`config.mk`:
```
export PLATFORM = sky130hd
export DESIGN_NAME = pattern_response_misr
export DESIGN_NICKNAME = d
export VERILOG_FILES = /design/src/rtl/pattern_misr_pkg.sv /design/src/rtl/misr_core.sv /design/src/rtl/pattern_response_misr.sv
export SDC_FILE = /design/constraint.sdc
export NUM_CORES = 1
export LEC_CHECK = 0
export CAP_MARGIN = 20
export CORE_MARGIN = 2
export CORE_UTILIZATION = 52
export CTS_BUF_LIST = sky130_fd_sc_hd__clkbuf_2
export CTS_CLUSTER_SIZE = 24
export DETAILED_ROUTE_END_ITERATION = 10
export PLACE_DENSITY = 0.82
export SYNTH_ARGS = -nofsm -noshare
export SYNTH_HDL_FRONTEND = slang
export SYNTH_HIERARCHICAL = 1
export SYNTH_SLANG_ARGS = --single-unit
```
`constraint.sdc`:
```
create_clock -name blif_clk_net -period 2.7 [get_ports blif_clk_net]
set_input_delay 0.54 -clock blif_clk_net [delete_from_list [all_inputs] [get_ports blif_clk_net]]
set_output_delay 0.54 -clock blif_clk_net [all_outputs]
set_load 0.05 [all_outputs]
```
`src/rtl/pattern_misr_pkg.sv`:
```
// Shared types, widths and the MISR update function for the pattern response compactor.
package pattern_misr_pkg;

  localparam int unsigned DATA_W = 12;
  localparam int unsigned SIG_W  = 16;
  localparam int unsigned CNT_W  = 16;

  localparam logic [SIG_W-1:0] POLY_DEFAULT = 16'h1021;
  localparam logic [SIG_W-1:0] SEED_DEFAULT = 16'hFFFF;

  typedef enum logic [1:0] {
    ST_IDLE  = 2'd0,
    ST_RUN   = 2'd1,
    ST_CHECK = 2'd2,
    ST_DONE  = 2'd3
  } state_e;

  // One MISR step: shift, polynomial feedback from the MSB, fold in the zero-extended vector.
  function automatic logic [SIG_W-1:0] misr_next(input logic [SIG_W-1:0]  sig,
                                                 input logic [DATA_W-1:0] data,
                                                 input logic [SIG_W-1:0]  poly);
    logic [SIG_W-1:0] fb;
    fb = sig[SIG_W-1] ? poly : '0;
    return {sig[SIG_W-2:0], 1'b0} ^ fb ^ SIG_W'(data);
  endfunction

endpackage

```
`src/rtl/misr_core.sv`:
```
// Signature register: seed load on run launch, one MISR step per accepted vector.
module misr_core
  import pattern_misr_pkg::*;
#(
  parameter logic [SIG_W-1:0] POLY = POLY_DEFAULT,
  parameter logic [SIG_W-1:0] SEED = SEED_DEFAULT
) (
  input  logic              clk_i,
  input  logic              rst_ni,
  input  logic              load_i,
  input  logic              shift_en_i,
  input  logic [DATA_W-1:0] data_i,
  output logic [SIG_W-1:0]  sig_o
);

  logic [SIG_W-1:0] sig_q;
  logic [SIG_W-1:0] sig_d;

  always_comb begin
    sig_d = sig_q;
    if (load_i) begin
      sig_d = SEED;
    end else if (shift_en_i) begin
      sig_d = misr_next(sig_q, data_i, POLY);
    end
  end

  always_ff @(posedge clk_i) begin
    if (!rst_ni) begin
      sig_q <= '0;
    end else begin
      sig_q <= sig_d;
    end
  end

  assign sig_o = sig_q;

endmodule

```
`src/rtl/pattern_response_misr.sv`:
```
// Response compactor: accepts a run of response vectors, folds them into a MISR,
// then compares the final signature against the expected value.
module pattern_response_misr
  import pattern_misr_pkg::*;
#(
  parameter logic [SIG_W-1:0] POLY = POLY_DEFAULT,
  parameter logic [SIG_W-1:0] SEED = SEED_DEFAULT
) (
  input  logic              blif_clk_net,
  input  logic              blif_reset_net,
  input  logic              start,
  input  logic [CNT_W-1:0]  num_vectors,
  input  logic [SIG_W-1:0]  exp_sig,
  input  logic              in_valid,
  output logic              in_ready,
  input  logic [DATA_W-1:0] in_data,
  output logic              busy,
  output logic              done,
  output logic              pass,
  output logic [SIG_W-1:0]  signature,
  output logic [CNT_W-1:0]  vec_count
);

  state_e           state_q, state_d;
  logic [CNT_W-1:0] num_q, num_d;
  logic [SIG_W-1:0] exp_q, exp_d;
  logic [CNT_W-1:0] cnt_q, cnt_d;
  logic             in_ready_q, in_ready_d;
  logic             busy_q, busy_d;
  logic             done_q, done_d;
  logic             pass_q, pass_d;

  logic             start_ok_c;
  logic             xfer_c;
  logic             last_c;
  logic [SIG_W-1:0] sig_c;

  assign start_ok_c = start && ((state_q == ST_IDLE) || (state_q == ST_DONE));
  assign xfer_c     = in_valid && in_ready_q;
  assign last_c     = xfer_c && (cnt_q == (num_q - CNT_W'(1)));

  always_ff @(posedge blif_clk_net) begin
    if (!blif_reset_net) begin
      state_q <= ST_IDLE;
    end else begin
      state_q <= state_d;
    end
  end

  always_comb begin
    state_d = state_q;
    case (state_q)
      ST_IDLE, ST_DONE: begin
        if (start_ok_c) begin
          state_d = (num_vectors != '0) ? ST_RUN : ST_CHECK;
        end
      end
      ST_RUN: begin
        if (last_c) begin
          state_d = ST_CHECK;
        end
      end
      ST_CHECK: state_d = ST_DONE;
      default:  state_d = ST_IDLE;
    endcase
  end

  // Control outputs are registered from the next state so they line up with state_q.
  always_comb begin
    num_d      = num_q;
    exp_d      = exp_q;
    cnt_d      = cnt_q;
    pass_d     = pass_q;
    in_ready_d = (state_d == ST_RUN);
    busy_d     = (state_d == ST_RUN) || (state_d == ST_CHECK);
    done_d     = (state_d == ST_DONE);
    if (start_ok_c) begin
      num_d  = num_vectors;
      exp_d  = exp_sig;
      cnt_d  = '0;
      pass_d = 1'b0;
    end else if (state_q == ST_CHECK) begin
      pass_d = (sig_c == exp_q);
    end else if (xfer_c) begin
      cnt_d = cnt_q + CNT_W'(1);
    end
  end

  always_ff @(posedge blif_clk_net) begin
    if (!blif_reset_net) begin
      num_q      <= '0;
      exp_q      <= '0;
      cnt_q      <= '0;
      in_ready_q <= 1'b0;
      busy_q     <= 1'b0;
      done_q     <= 1'b0;
      pass_q     <= 1'b0;
    end else begin
      num_q      <= num_d;
      exp_q      <= exp_d;
      cnt_q      <= cnt_d;
      in_ready_q <= in_ready_d;
      busy_q     <= busy_d;
      done_q     <= done_d;
      pass_q     <= pass_d;
    end
  end

  misr_core #(
    .POLY(POLY),
    .SEED(SEED)
  ) u_misr_core (
    .clk_i      (blif_clk_net),
    .rst_ni     (blif_reset_net),
    .load_i     (start_ok_c),
    .shift_en_i (xfer_c),
    .data_i     (in_data),
    .sig_o      (sig_c)
  );

  assign in_ready  = in_ready_q;
  assign busy      = busy_q;
  assign done      = done_q;
  assign pass      = pass_q;
  assign signature = sig_c;
  assign vec_count = cnt_q;

endmodule

```
**M1 wires**

Bar = 20 um. Supply wires on this layer in grey.
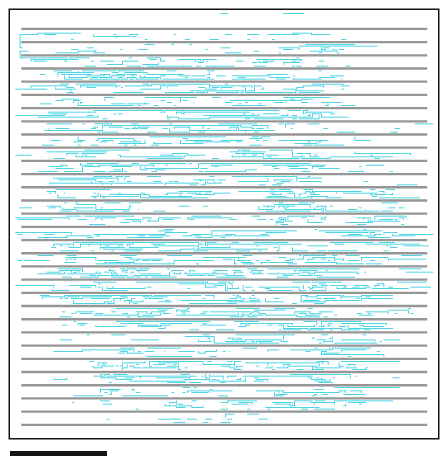
The wires run mostly horizontal. 519 nets have wire on it. The layer carries 4030 um of wire. The longest straight run is 26.7 um.

**Metal 2**

Cells faint in the background.
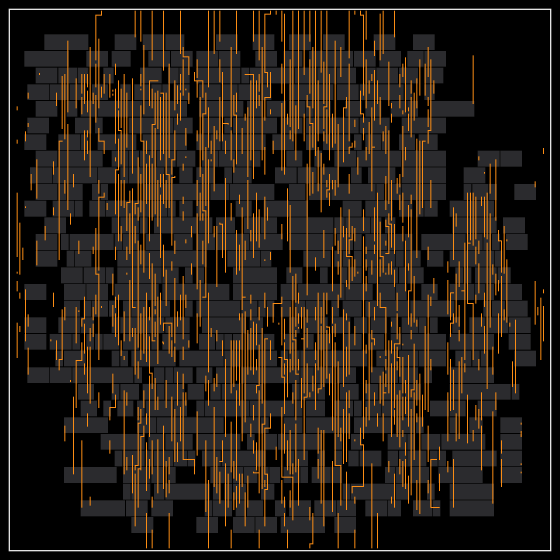
The longest straight run is 33.0 um. The wires run mostly vertical. 483 nets have wire on it. The layer carries 4240 um of wire.

==> results_dict.tcl <==
# collected from the flow reports
set metrics [dict create \
    synth_stat.cells 428 \
    switchingPower_mw 0.856 \
    wl_um 9040 \
    synth_top_cell_by_count "nand2_1" \
    crit_fanout 5 \
    fin_crit_sh 0.946 \
    slew_headroom 0.592 \
    syn_avg_cell_area_sq_um 8.62 \
    final_max_slew_viol_count 0 \
    first_pass_iters 4 \
    drc 0 \
    port_buffers 83 \
    cts_sinks 70 \
    swShare 0.331 \
    netlist.top_cell.by_area "dfxtp_1" \
    irDropWorstVdd_v 0.000312 \
    routedWlPerCell_um 14.6 \
    start_kind "flop" \
    power_top_consumer "registers" \
    top_cells_by_count "nand2_1 (82), dfxtp_1 (70), xnor2_1 (42)" \
    cts_buffer_depth 2 \
    reg2reg_slack_ns 0.15 \
    initial_utilization 0.540 \
    clkTransAtPathRegs_ns 0.19 \
    seq_cell_power_mw 1.18 \
    hold_viol 0 \
    place.gp.congestion 0.897 \
    fin_crit_ns 2.55 \
    p_comb_frac 0.277 \
    grt_pass1_vias 3183 \
    cts_root_buf "clkbuf_2" \
    crit_type "reg -> reg" \
    internal-power_mw 1.73 \
    yosysTopAreaCellShare 0.380 \
    drive_gt1_frac 0.0935 \
    h-tree-depth 3 \
    clock.fmax_ghz 0.391 \
    die_h_um 88.2 \
    core_sq_mm 0.00683 \
    fill_cells 556 \
    synthDistinctLibCells 51 \
    synthFlopType "dfxtp_1" \
    routed_via_density 5.37 \
    end_kind "flop" \
    final-comb-area_sq_mm 0.00215 \
    syn_area_sq_mm 0.00369 \
    clkPwrFrac 0.265 \
    ant_nets 0 \
    sequentialPowerShare 0.458 \
    via_count 3329 \
    synthCells 428 \
    cts-hold-fix-buffers 0 \
    yosys_warnings 6 \
    skew_ns 0.0308 \
    ys_sh_simple 0.217 \
    ys.flops 70 \
    setup_viol 0 \
    crit_required_ns 3.17 \
    dpl.hpwl_um 6790 \
    floorplan.nets 482 \
    seq_area_frac_synth 0.380 \
    grt.overflow.total 0 \
    leakagePower_nw 1.82 \
    dp.cells 602 \
    antenna_found_initial 0 \
    clock_net_power_mw 0.686 \
    io_pins 84 \
    grt_max_degree 24 \
    powerComb_mw 0.717 \
    grt.total_usage 0.239 \
    yosys.area_share.xor_xnor 0.140 \
    arrival_ns 3.03 \
    cts_buffers 9 \
    post-route-util 0.705 \
    edf_count 0 \
    register_area_sq_mm 0.00141 \
    mux_share 0.0176 \
    worst_pin_slew_ns 0.605 \
    drtIter0Drc 191 \
    clock_latency_ns 0.54 \
    synthArstFlopShare 0 \
    ys_chip_area_sq_mm 0.00369 \
    ys_sh_aoi 0.181 \
    top_logic_kind "simple AND/OR/NAND/NOR gates" \
    row_count 30 \
    area_growth_pct 30.6 \
    area_leaders "dfxtp_1 (38%), xnor2_1 (10%), nand2_1 (8.3%)" \
    min_path_type "reg -> reg" \
    fin_cells 620 \
    grt_pass1_wl_um 14500 \
    status "finished clean" \
    insertedDiodeCount 0 \
    max_cap_viol_count 0 \
    die_w_um 88.2 \
    power_density_mw_per_mm2 537 \
    tritoncts "yes" \
    ys_sh_adder 0.0204 \
    warnings 28 \
    dieArea_sq_mm 0.00778 \
    layout.nets 573 \
]
metal layers:
metal / vias up / wire (um) / global-route usage
li1: 1660 / - / -
met1: 1547 / 4030 / 0.311
met2: 104 / 4240 / 0.377
met3: 18 / 583 / 0.0541
met4: 0 / 185 / 0.114
met5: - / 0 / 0
cells in the final DEF, fill, tap and decap left out, drive strengths merged, types with 2 or more instances in the layout:
| cell | instances |
|---|---|
| a211oi | 4 |
| a21boi | 33 |
| a21oi | 19 |
| a311oi | 2 |
| a31o | 2 |
| and2 | 4 |
| and3 | 8 |
| buf | 18 |
| bufinv | 2 |
| clkbuf | 9 |
| clkdlybuf4s50 | 83 |
| clkinv | 5 |
| dfxtp | 70 |
| ha | 6 |
| inv | 10 |
| mux2 | 3 |
| mux2i | 2 |
| nand2 | 82 |
| nand2b | 2 |
| nand3 | 9 |
| nand4 | 8 |
| nor2 | 26 |
| nor2b | 3 |
| nor3 | 5 |
| nor4 | 11 |
| o21a | 5 |
| o21ai | 5 |
| o31ai | 13 |
| or3 | 3 |
| or4 | 2 |
| xnor2 | 42 |
| xor2 | 17 |
layout make-up:
class                           instances  area share
Clock buffer                            9     0.00935
Tap cell                               96      0.0249
Inverter                               10     0.00779
Timing Repair Buffer                  101       0.201
Multi-Input combinational cell        327       0.447
Clock inverter                          7      0.0184
Sequential cell                        70       0.292
logic make-up after synthesis:
family                   count (synthesis)
flip-flops                              70
adder cells (fa/ha/maj)                  6
multiplexers                             5
AND-OR/OR-AND                           92
XOR/XNOR                                59
AND/OR/NAND/NOR                        165
buffers and inverters                   31
repair_timing:
action	CTS	global route
gates resized	0	6
endpoints found under the setup margin	0	3
setup buffers	0	2
hold endpoints to repair	0	0
state kept, by name, summed over array words and instances, names as in the netlist:
register	cells
in_ready	1
u_misr_core/sig_o	16
busy	1
pass	1
num_q	16
exp_q	16
vec_count	16
state_q	2
done	1
final timing paths:
kind / startpoint / to / cells past startpoint
worst max-delay path: num_q[1]$_SDFFE_PN0P_ / busy$_SDFF_PN0_ / 12
worst min-delay path: exp_q[12]$_SDFFE_PN0P_ / exp_q[12]$_SDFFE_PN0P_ / 2
worst max register to register: num_q[1]$_SDFFE_PN0P_ / busy$_SDFF_PN0_ / 12
worst min register to register: exp_q[12]$_SDFFE_PN0P_ / exp_q[12]$_SDFFE_PN0P_ / 2
critical path, stage by stage, from the launching register on:
cell,delay (ns)
dfxtp_1,0.38
inv_1,0.06
ha_1,0.16
nor3b_2,0.18
buf_4,0.19
nand3_4,0.10
and3_1,0.24
a2111oi_4,0.38
a211oi_4,0.09
a21o_1,0.20
a21boi_2,0.17
ha_1,0.25
nor2b_1,0.10
per-stage QoR:
step	area, sq um	total power [mW]	worst slack (ns)	TNS (ns)	hold slack (ns)
floorplan	3690	1.66	0.307	0	0.448
global placement	4640	1.88	0.113	0	0.454
detailed placement	4640	1.90	0.0346	0	0.461
CTS	4770	2.58	0.0644	0	0.483
global route	4820	2.70	-0.0313	-0.0579	0.509
finish	4820	2.59	0.146	0	0.481
Power figures rest on the tool's default switching activity, not on a simulated workload.
